<file path="config.mk">
export PLATFORM = sky130hd
export DESIGN_NAME = rv_instr_encoder
export DESIGN_NICKNAME = d
export VERILOG_FILES = /design/src/rtl/rv_pkg.sv /design/src/rtl/rv_instr_pack.sv /design/src/rtl/rv_instr_encoder.sv
export SDC_FILE = /design/constraint.sdc
export NUM_CORES = 1
export LEC_CHECK = 0
export ABC_AREA = 1
export CAP_MARGIN = 10
export CORE_AREA = 2 2 80 82
export DETAILED_ROUTE_END_ITERATION = 8
export DIE_AREA = 0 0 82 84
export PLACE_DENSITY = 0.85
export RECOVER_POWER = 50
export SYNTH_ARGS = -nofsm -noshare
export SYNTH_HDL_FRONTEND = slang
export SYNTH_SLANG_ARGS = --single-unit
</file>
<file path="constraint.sdc">
create_clock -name clk -period 1.49 [get_ports clk]
set_clock_uncertainty 0.05 [all_clocks]
set_input_delay 0.298 -clock clk [delete_from_list [all_inputs] [get_ports clk]]
set_output_delay 0.298 -clock clk [all_outputs]
set_load 0.05 [all_outputs]
</file>
<file path="src/rtl/rv_pkg.sv">
// Shared RV32I encoding constants and the abstract op enumeration.
// Used by the instruction encoder and the control unit decode path.
package rv_pkg;

   localparam logic [6:0] OPC_R     = 7'b0110011;
   localparam logic [6:0] OPC_I     = 7'b0010011;
   localparam logic [6:0] OPC_LOAD  = 7'b0000011;
   localparam logic [6:0] OPC_STORE = 7'b0100011;
   localparam logic [6:0] OPC_LUI   = 7'b0110111;

   localparam logic [2:0] F3_ADD = 3'b000;
   localparam logic [2:0] F3_SLL = 3'b001;
   localparam logic [2:0] F3_W   = 3'b010;
   localparam logic [2:0] F3_XOR = 3'b100;
   localparam logic [2:0] F3_AND = 3'b111;

   localparam logic [6:0] F7_BASE = 7'b0000000;
   localparam logic [6:0] F7_SUB  = 7'b0100000;

   typedef enum logic [3:0] {
      OP_ADD  = 4'd0,
      OP_SUB  = 4'd1,
      OP_AND  = 4'd2,
      OP_XOR  = 4'd3,
      OP_SLL  = 4'd4,
      OP_SW   = 4'd5,
      OP_LUI  = 4'd6,
      OP_ADDI = 4'd7,
      OP_ANDI = 4'd8,
      OP_LW   = 4'd9
   } op_e;

   typedef enum logic {
      ST_IDLE = 1'b0,
      ST_HOLD = 1'b1
   } enc_state_e;

   // True when imm fits a signed 12-bit field.
   function automatic logic imm12_ok(input logic [31:0] imm);
      return (&imm[31:11]) | ~(|imm[31:11]);
   endfunction

endpackage

</file>
<file path="src/rtl/rv_instr_pack.sv">
// Combinational RV32I field packer: op plus operand fields to machine
// word, with a legality flag for unknown ops and out-of-range immediates.
module rv_instr_pack
   import rv_pkg::*;
(
   input  logic [3:0]  op,
   input  logic [4:0]  rd,
   input  logic [4:0]  rs1,
   input  logic [4:0]  rs2,
   input  logic [31:0] imm,
   output logic [31:0] word,
   output logic        legal
);

   logic i_ok;

   assign i_ok = imm12_ok(imm);

   always_comb begin
      word  = '0;
      legal = 1'b0;
      case (op)
         OP_ADD: begin
            word  = {F7_BASE, rs2, rs1, F3_ADD, rd, OPC_R};
            legal = 1'b1;
         end
         OP_SUB: begin
            word  = {F7_SUB, rs2, rs1, F3_ADD, rd, OPC_R};
            legal = 1'b1;
         end
         OP_AND: begin
            word  = {F7_BASE, rs2, rs1, F3_AND, rd, OPC_R};
            legal = 1'b1;
         end
         OP_XOR: begin
            word  = {F7_BASE, rs2, rs1, F3_XOR, rd, OPC_R};
            legal = 1'b1;
         end
         OP_SLL: begin
            word  = {F7_BASE, rs2, rs1, F3_SLL, rd, OPC_R};
            legal = 1'b1;
         end
         OP_SW: begin
            word  = {imm[11:5], rs2, rs1, F3_W, imm[4:0], OPC_STORE};
            legal = i_ok;
         end
         OP_LUI: begin
            word  = {imm[19:0], rd, OPC_LUI};
            legal = ~(|imm[31:20]);
         end
         OP_ADDI: begin
            word  = {imm[11:0], rs1, F3_ADD, rd, OPC_I};
            legal = i_ok;
         end
         OP_ANDI: begin
            word  = {imm[11:0], rs1, F3_AND, rd, OPC_I};
            legal = i_ok;
         end
         OP_LW: begin
            word  = {imm[11:0], rs1, F3_W, rd, OPC_LOAD};
            legal = i_ok;
         end
         default: begin
            word  = '0;
            legal = 1'b0;
         end
      endcase
   end

endmodule

</file>
<file path="src/rtl/rv_instr_encoder.sv">
// Sequential RV32I encoder feeding the instruction memory write port.
// Define RV_ENC_ERR_CNT_EN to add the saturating err_cnt output.
module rv_instr_encoder
   import rv_pkg::*;
#(
   parameter int unsigned ADDR_W    = 8,
   parameter int unsigned BASE_ADDR = 0
)(
   input  logic              clk,
   input  logic              rst_n,
   input  logic              clear,
   input  logic              in_valid,
   output logic              in_ready,
   input  logic [3:0]        op,
   input  logic [4:0]        rd,
   input  logic [4:0]        rs1,
   input  logic [4:0]        rs2,
   input  logic [31:0]       imm,
   output logic              out_valid,
   input  logic              out_ready,
   output logic [31:0]       instr,
   output logic [ADDR_W-1:0] addr,
`ifdef RV_ENC_ERR_CNT_EN
   output logic [7:0]        err_cnt,
`endif
   output logic              err
);

   localparam logic [ADDR_W-1:0] BASE = ADDR_W'(BASE_ADDR);
   localparam logic [ADDR_W-1:0] STEP = ADDR_W'(4);

   enc_state_e  state_q, state_d;
   logic [31:0] word;
   logic        legal;
   logic        take;
   logic        bad;
   logic        pop;

   rv_instr_pack u_pack (
      .op    (op),
      .rd    (rd),
      .rs1   (rs1),
      .rs2   (rs2),
      .imm   (imm),
      .word  (word),
      .legal (legal)
   );

   assign take = (state_q == ST_IDLE) & in_valid & legal & ~clear;
   assign bad  = (state_q == ST_IDLE) & in_valid & ~legal & ~clear;
   assign pop  = (state_q == ST_HOLD) & out_ready & ~clear;

   always_ff @(posedge clk or negedge rst_n) begin
      if (!rst_n) state_q <= ST_IDLE;
      else        state_q <= state_d;
   end

   always_comb begin
      state_d = state_q;
      if (clear)     state_d = ST_IDLE;
      else if (take) state_d = ST_HOLD;
      else if (pop)  state_d = ST_IDLE;
   end

   always_comb begin
      in_ready  = (state_q == ST_IDLE);
      out_valid = (state_q == ST_HOLD);
   end

   // Address wraps naturally at 2^ADDR_W, not back to BASE.
   always_ff @(posedge clk or negedge rst_n) begin
      if (!rst_n) begin
         instr <= '0;
         addr  <= BASE;
         err   <= 1'b0;
      end else begin
         err <= bad;
         if (clear) begin
            instr <= '0;
            addr  <= BASE;
         end else begin
            if (take) instr <= word;
            if (pop)  addr  <= addr + STEP;
         end
      end
   end

`ifdef RV_ENC_ERR_CNT_EN
   always_ff @(posedge clk or negedge rst_n) begin
      if (!rst_n)                    err_cnt <= '0;
      else if (clear)                err_cnt <= '0;
      else if (bad && err_cnt != '1) err_cnt <= err_cnt + 8'd1;
   end
`endif

endmodule

</file>
Run 1, clock nets:
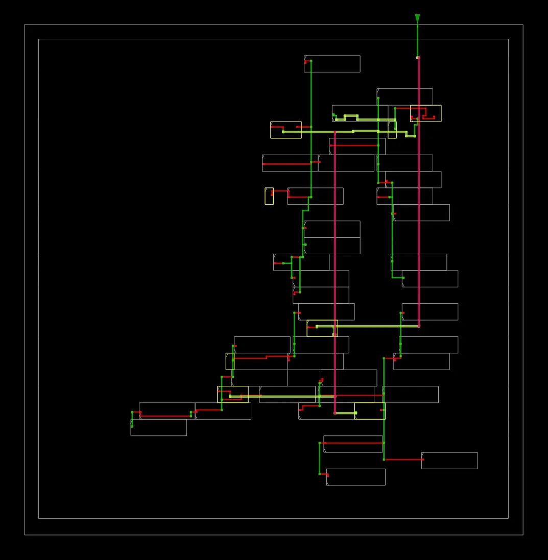
count of sequential standard cells: 37
clkbuf count: 8
clock distribution power: 664 µW

Run 1, where the registers sit:
Scale: 4 px per µm. Other sequential cells in the stronger grey, the rest of the logic in the fainter grey.
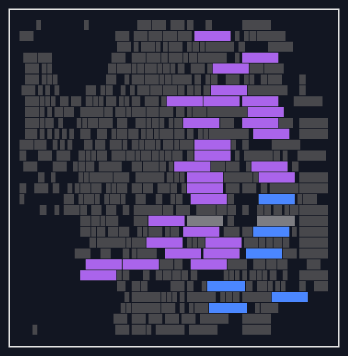
| name in the netlist | colour | flops |
|---|---|---|
| `instr` | purple | 29 |
| `addr` | blue | 6 |
not coloured: 2
flip-flop and latch power: 1080 µW
fraction of area in registers: 0.228
share of the core filled with cells in the final layout: 0.669
register cell area after layout: 930 µm²

Run 1, the metal 2 layer:
Scale: 4 px per µm.
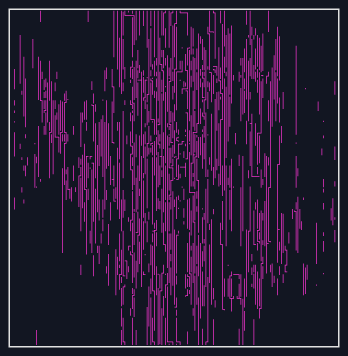
share of all routed wire: 52%
main direction: vertical

Run 1, PDN straps and rails:
Scale: 4 px per µm. Pins as bars on the die edge.
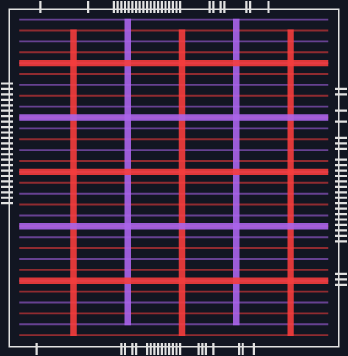
| net | colour |
|---|---|
| VSS | red |
| VDD | purple |
met4 straps: 5
met5 straps: 5
vertical die dimension: 84 µm
VDD IR-drop max: 0.466 mV
Core ar.: 6100 µm²

run 1: worst register-to-register path: cells and delay by family (launching register included):
family,cells,cell delay [ns]
AND/OR/NAND/NOR,5,0.63
flip-flops,1,0.44
buffers and inverters,1,0.19
run 1: routing by layer:
metal	vias to the layer above	part of all wire	GRT usage
li1	1275	-	-
met1	1278	0.36	0.267
met2	182	0.52	0.393
met3	31	0.077	0.0487
met4	0	0.036	0.132
met5	-	0	0
run 1: repair_timing:
| action | 4_1_cts | 5_1_grt |
|---|---|---|
| buffers inserted | 1 | 3 |
| setup endpoints to repair | 31 | 30 |
| pin swaps | 12 | 35 |
| hold buffers | 1 | 0 |
| resized | 49 | 59 |
| gates cloned | 3 | 0 |
| endpoints found under the hold margin | 20 | 0 |
run 1: final cells by class:
cell class | count | area [µm²]
fill | 449 | 2020
timing repair buffer | 138 | 1560
clock buffer | 8 | 80.1
multi-input combinational | 224 | 1290
sequential | 37 | 930
inverter | 31 | 116
tap | 77 | 96.3
run 1: registers in the layout (all words and copies together), names as in the netlist:
name       flops
addr           6
instr         29
out_valid      1
err            1
run 1: where the power goes:
group / leakage [µW] / internal [µW] / switching (µW)
Combinational: 0.00142 / 377 / 434
Clock: 0.0000395 / 332 / 332
Sequential: 0.000508 / 1030 / 41.2
run 1: kinds of logic (layout without fill, tap and decap cells):
logic type / Yosys count / in the layout / synth area share
AND-OR/OR-AND: 38 / 38 / 0.118
adder cells (fa/ha/maj): 1 / 1 / 0.00559
buffers and inverters: 48 / 177 / 0.102
flip-flops: 37 / 37 / 0.414
other: 1 / 4 / 0.00168
AND/OR/NAND/NOR: 181 / 181 / 0.359
==> results.md, run 1 <==
| Parameter | Value |
|:---|:---|
| Run status | finished, final reports clean |
| Crit. path cell count | 11 |
| Count of flip-flops with a built-in enable after synthesis | 0 |
| Syn Inst Count | 306 |
| Critical path's top delay family | simple AND/OR/NAND/NOR gates |
| Endpoint kind of the worst setup timing path | flip-flop |
| Total routing usage reported by global routing | 0.233 |
| Max FO, Critical Path | 8 |
| Most numerous logic cells after layout | 69 x nand2_1, 37 x nand3_1, 34 x dfrtp_1, 34 x buf_4, 31 x buf_12 |
| Critical setup path kind | in -> reg |
| Origin of the critical flop-to-flop path | out_valid |
| CP required | 1.61 ns |
| Count of standard-cell rows | 29 |
| Number of instances on the worst hold path | 2 |
| Most frequent logic cell in the layout | nand2_1 |
| Reg2reg end | instr[30] |
| Leading cell type by number of instances after synthesis | nand2_1 |
| Final standard cell area without fillers | 4080 µm² |
| Number of buffers added by the clock tree synthesis step | 5 |
| Insertion delay to the later sink of the worst-skew pair | 0.29 ns |
| First element of the critical path | op[2] |
| Number of cells in the finished layout apart from fillers | 515 |
| MaxCap Viol Count | 0 |
| Via count of the first global-routing pass | 2619 |
| Boundary pin count | 99 |
| Post-place setup slack | -0.534 ns |
| Pin count of the biggest net entering global routing | 33 |
| Portion of the clock cycle consumed by the worst path in the final layout | 0.971 |
| Slack of the worst reg-to-reg path | 0.12 ns |
| Cell count listed in synth_stat.txt | 306 |
| Tot Pwr | 2550 µW |
| DRC violations left | 0 |
| Hold WC Path Type | reg -> reg |
| Placement Cell Area | 3870 µm² |
| Crit path arrival time | 1.57 ns |
| Proportion of synthesized flip-flops having asynchronous set or reset | 1.00 |
| Routability Congestion | 0.928 |
| Final Setup Violations | 0 |
| Critical path startpoint category | input port |
| Drt via density | 5.37 |
| Cells taking the most area after synthesis | dfrtp_1 41%, nand3_1 13%, nand2_1 13% |
| Number of instances in the placed design | 500 |
| Core utilization before placement | 0.367 |
| Actual transition at the worst max-transition pin | 0.534 ns |
| Hold-critical path endpoint | instr[14] |
| Die footprint | 6890 µm² |
| Post-DP HPWL | 5550 µm |
| Main flop type after synthesis | dfrtp_1 |
| Worst r2r path cells | 6 |
| Power per standard cell area | 625 nW/µm² |
Run 1, local utilization:
Scale: 4 px per µm. The die is cut into 8 by 8 equal tiles; black is low, pale yellow is high, 0 to 100% covered.
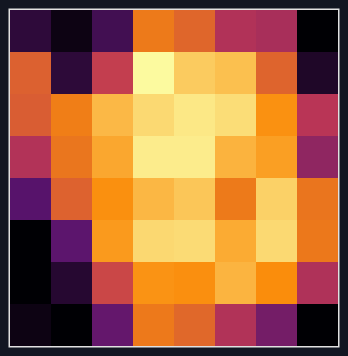

==> inputs of run 2 (changes only) <==
--- a/config.mk
+++ b/config.mk
@@ -5,7 +5,6 @@
 export SDC_FILE = /design/constraint.sdc
 export NUM_CORES = 1
 export LEC_CHECK = 0
-export ABC_AREA = 1
 export CAP_MARGIN = 10
 export CORE_AREA = 2 2 80 82
 export DETAILED_ROUTE_END_ITERATION = 8
==> constraint.sdc (replaced) <==
create_clock -name clk -period 1.49 [get_ports clk]
set_clock_uncertainty 0.05 [all_clocks]
set_input_delay 0.298 -clock clk [delete_from_list [all_inputs] [get_ports clk]]
set_output_delay 0.298 -clock clk [all_outputs]
set_load 0.1 [all_outputs]
Run 2, local utilization:
Scale: 4 px per µm. The die is cut into 8 by 8 equal tiles; black is low, pale yellow is high, 0 to 100% covered.
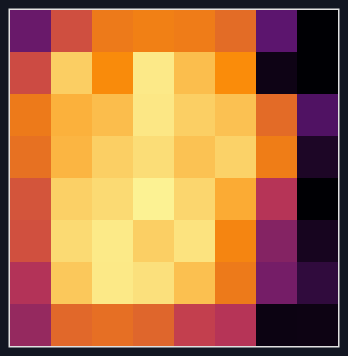
nearly empty tiles: 4.7%
fullest tile: 97%
densest ninth of the die: centre
emptiest ninth of the die: south-east
tiles over 75% full: 42%
share of the core filled with cells in the final layout: 0.726
core utilization before placement: 0.364

Run 2, where the registers sit:
Scale: 4 px per µm. Other sequential cells in the stronger grey, the rest of the logic in the fainter grey.
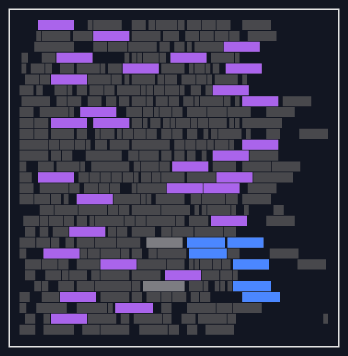
| name in the netlist | colour | flops |
|---|---|---|
| `addr` | blue | 6 |
| `instr` | purple | 29 |
not coloured: 2

Run 2, PDN straps and rails:
Scale: 4 px per µm. Pins as bars on the die edge.
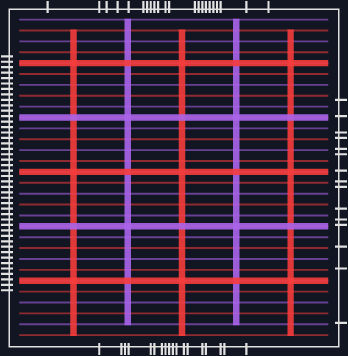
| net | colour |
|---|---|
| VSS | red |
| VDD | purple |
met5 straps: 5
rows: 29
met1 rails: 30
signal pins: 99
VDD IR-drop max: 0.646 mV
width of the die: 82 µm

==> run 2 against run 1 <==
  * Sequential share of layout area down 1.6 points
  * Worst hold slack worse by 0.29 ns
  * Clock-buffer cell count down 1
  * Routed wire length is 15% higher
  * Power up 14%
  * Critical path type unchanged
  * Register-to-register slack lost 0.18 ns
  * Area after synthesis down 0.78%
  * Combinational power up 29%
  * Highest routed layer unchanged
  * The flow now finishes with violations (setup timing)
  * Non-clock buffer count increased by 11
==> results.md, run 2 <==
| Parameter | Value |
|:---|:---|
| Combinational family with the most area after synthesis | AND-OR/OR-AND gates |
| Max FO, Critical Path | 5 |
| Proportion of power drawn by the clock network | 0.274 |
| Hold WC Path Type | in -> async |
| Proportion of synthesized flip-flops having asynchronous set or reset | 1.00 |
| Leading cell type by number of instances after synthesis | dfrtp_1 |
| Origin of the critical flop-to-flop path | out_valid |
| Post-synthesis xor/xnor area fraction | 0.0197 |
| Final Setup Violations | 30 |
| Tot Pwr | 2920 µW |
| Mux share | 0.00451 |
| Placement Cell Area | 3900 µm² |
| DRC violations left | 0 |
| Slack of the worst reg-to-reg path | -0.06 ns |
| PnR worst setup slack | -0.210 ns |
| Number of buffers inserted for hold repair after clock tree synthesis | 0 |
| Syn Inst Count | 229 |
| Worst r2r path cells | 6 |
| Crit. path cell count | 8 |
| Routability Congestion | 0.895 |
| Met2 GRT Util | 0.439 |
| Critical path's top delay family | AND-OR/OR-AND gates |
| Power per standard cell area | 659 nW/µm² |
| Switching Power | 1020 µW |
| Portion of the clock cycle consumed by the worst path in the final layout | 1.14 |
| Insertion delay to the later sink of the worst-skew pair | 0.30 ns |
| Via count of the first global-routing pass | 2653 |
| Reg2reg end | instr[23] |
| Die footprint | 6890 µm² |
| Metal2 WL | 4900 µm |
| Actual transition at the worst max-transition pin | 0.963 ns |
| Design internal power | 1900 µW |
| Proportion of power drawn by combinational gates | 0.361 |
| Routed wire length on met3 | 718 µm |
| Most flops, register | instr |
| Run status | complete, but fails checks |
| Endpoint kind of the worst setup timing path | flip-flop |
| Boundary pin count | 99 |
| Crit path arrival time | 1.80 ns |
| Count of flip-flops with a built-in enable after synthesis | 0 |
| Violations in the final reports | setup timing |
| Most numerous logic cells after layout | 44 x buf_4, 44 x buf_12, 31 x dfrtp_1 |
| Met3 track demand over resource | 0.0509 |
| Pin count of the biggest net entering global routing | 38 |
| Core ar. | 6100 µm² |
| Critical path startpoint category | input port |
==> run 2: netlist changes by cell type in the layout (fill, tap and decap cells not counted), moves of 8 or more <==
| cell | change |
|---|---|
| nand2_1 | -62 |
| nand3_1 | -35 |
| nand3_2 | -20 |
| o32ai_2 | +18 |
| a22oi_1 | +17 |
| clkbuf_2 | -17 |
| clkdlybuf4s15_1 | -16 |
| buf_12 | +13 |
| buf_4 | +10 |
| nor2_1 | -9 |
| buf_2 | +8 |
| nand2b_1 | +8 |
==> run 2: cell type report <==
cell class                 count  area, µm²
fill                         373       1670
sequential                    37        936
inverter                      25       97.6
tap                           77       96.3
multi-input combinational    146       1360
clock inverter                 1       5.00
timing repair buffer         149       1840
clock buffer                   7       96.3
==> run 2: power groups by stage <==
stage	Sequential [µW]	Combinational [µW]	Clock (µW)
global route	1070	1090	840
global placement	1080	898	0
detailed placement	1080	912	0
finish	1060	1050	799
floorplan	1260	285	0
CTS	1070	988	812
==> run 2: repair_timing <==
action	4_1_cts	5_1_grt
gates resized	133	23
setup buffers	9	2
cloned	1	2
hold endpoints to repair	0	0
pin swaps	15	9
endpoints found under the setup margin	31	31
==> run 2: kinds of logic after synthesis <==
kind of cell    count (synthesis)
simple gates                   59
flops                          37
fa+ha+maj                       1
other cells                     1
xor+xnor                        5
mux                             1
buf+inv                        49
compound gates                 76
==> run 2: worst min path at each step <==
| stage | startpoint | to | slack (ns) |
|---|---|---|---|
| 2_1_floorplan | rst_n | addr[2] | -0.05 |
| 5_1_grt | rst_n | instr[18] | 0.25 |
| 3_5_place_dp | rst_n | instr[26] | 0.33 |
| 6_report | rst_n | instr[26] | 0.17 |
| 4_1_cts | rst_n | instr[18] | 0.004 |
| 3_3_place_gp | rst_n | instr[25] | 0.32 |
Power and IR drop assume default switching activity.
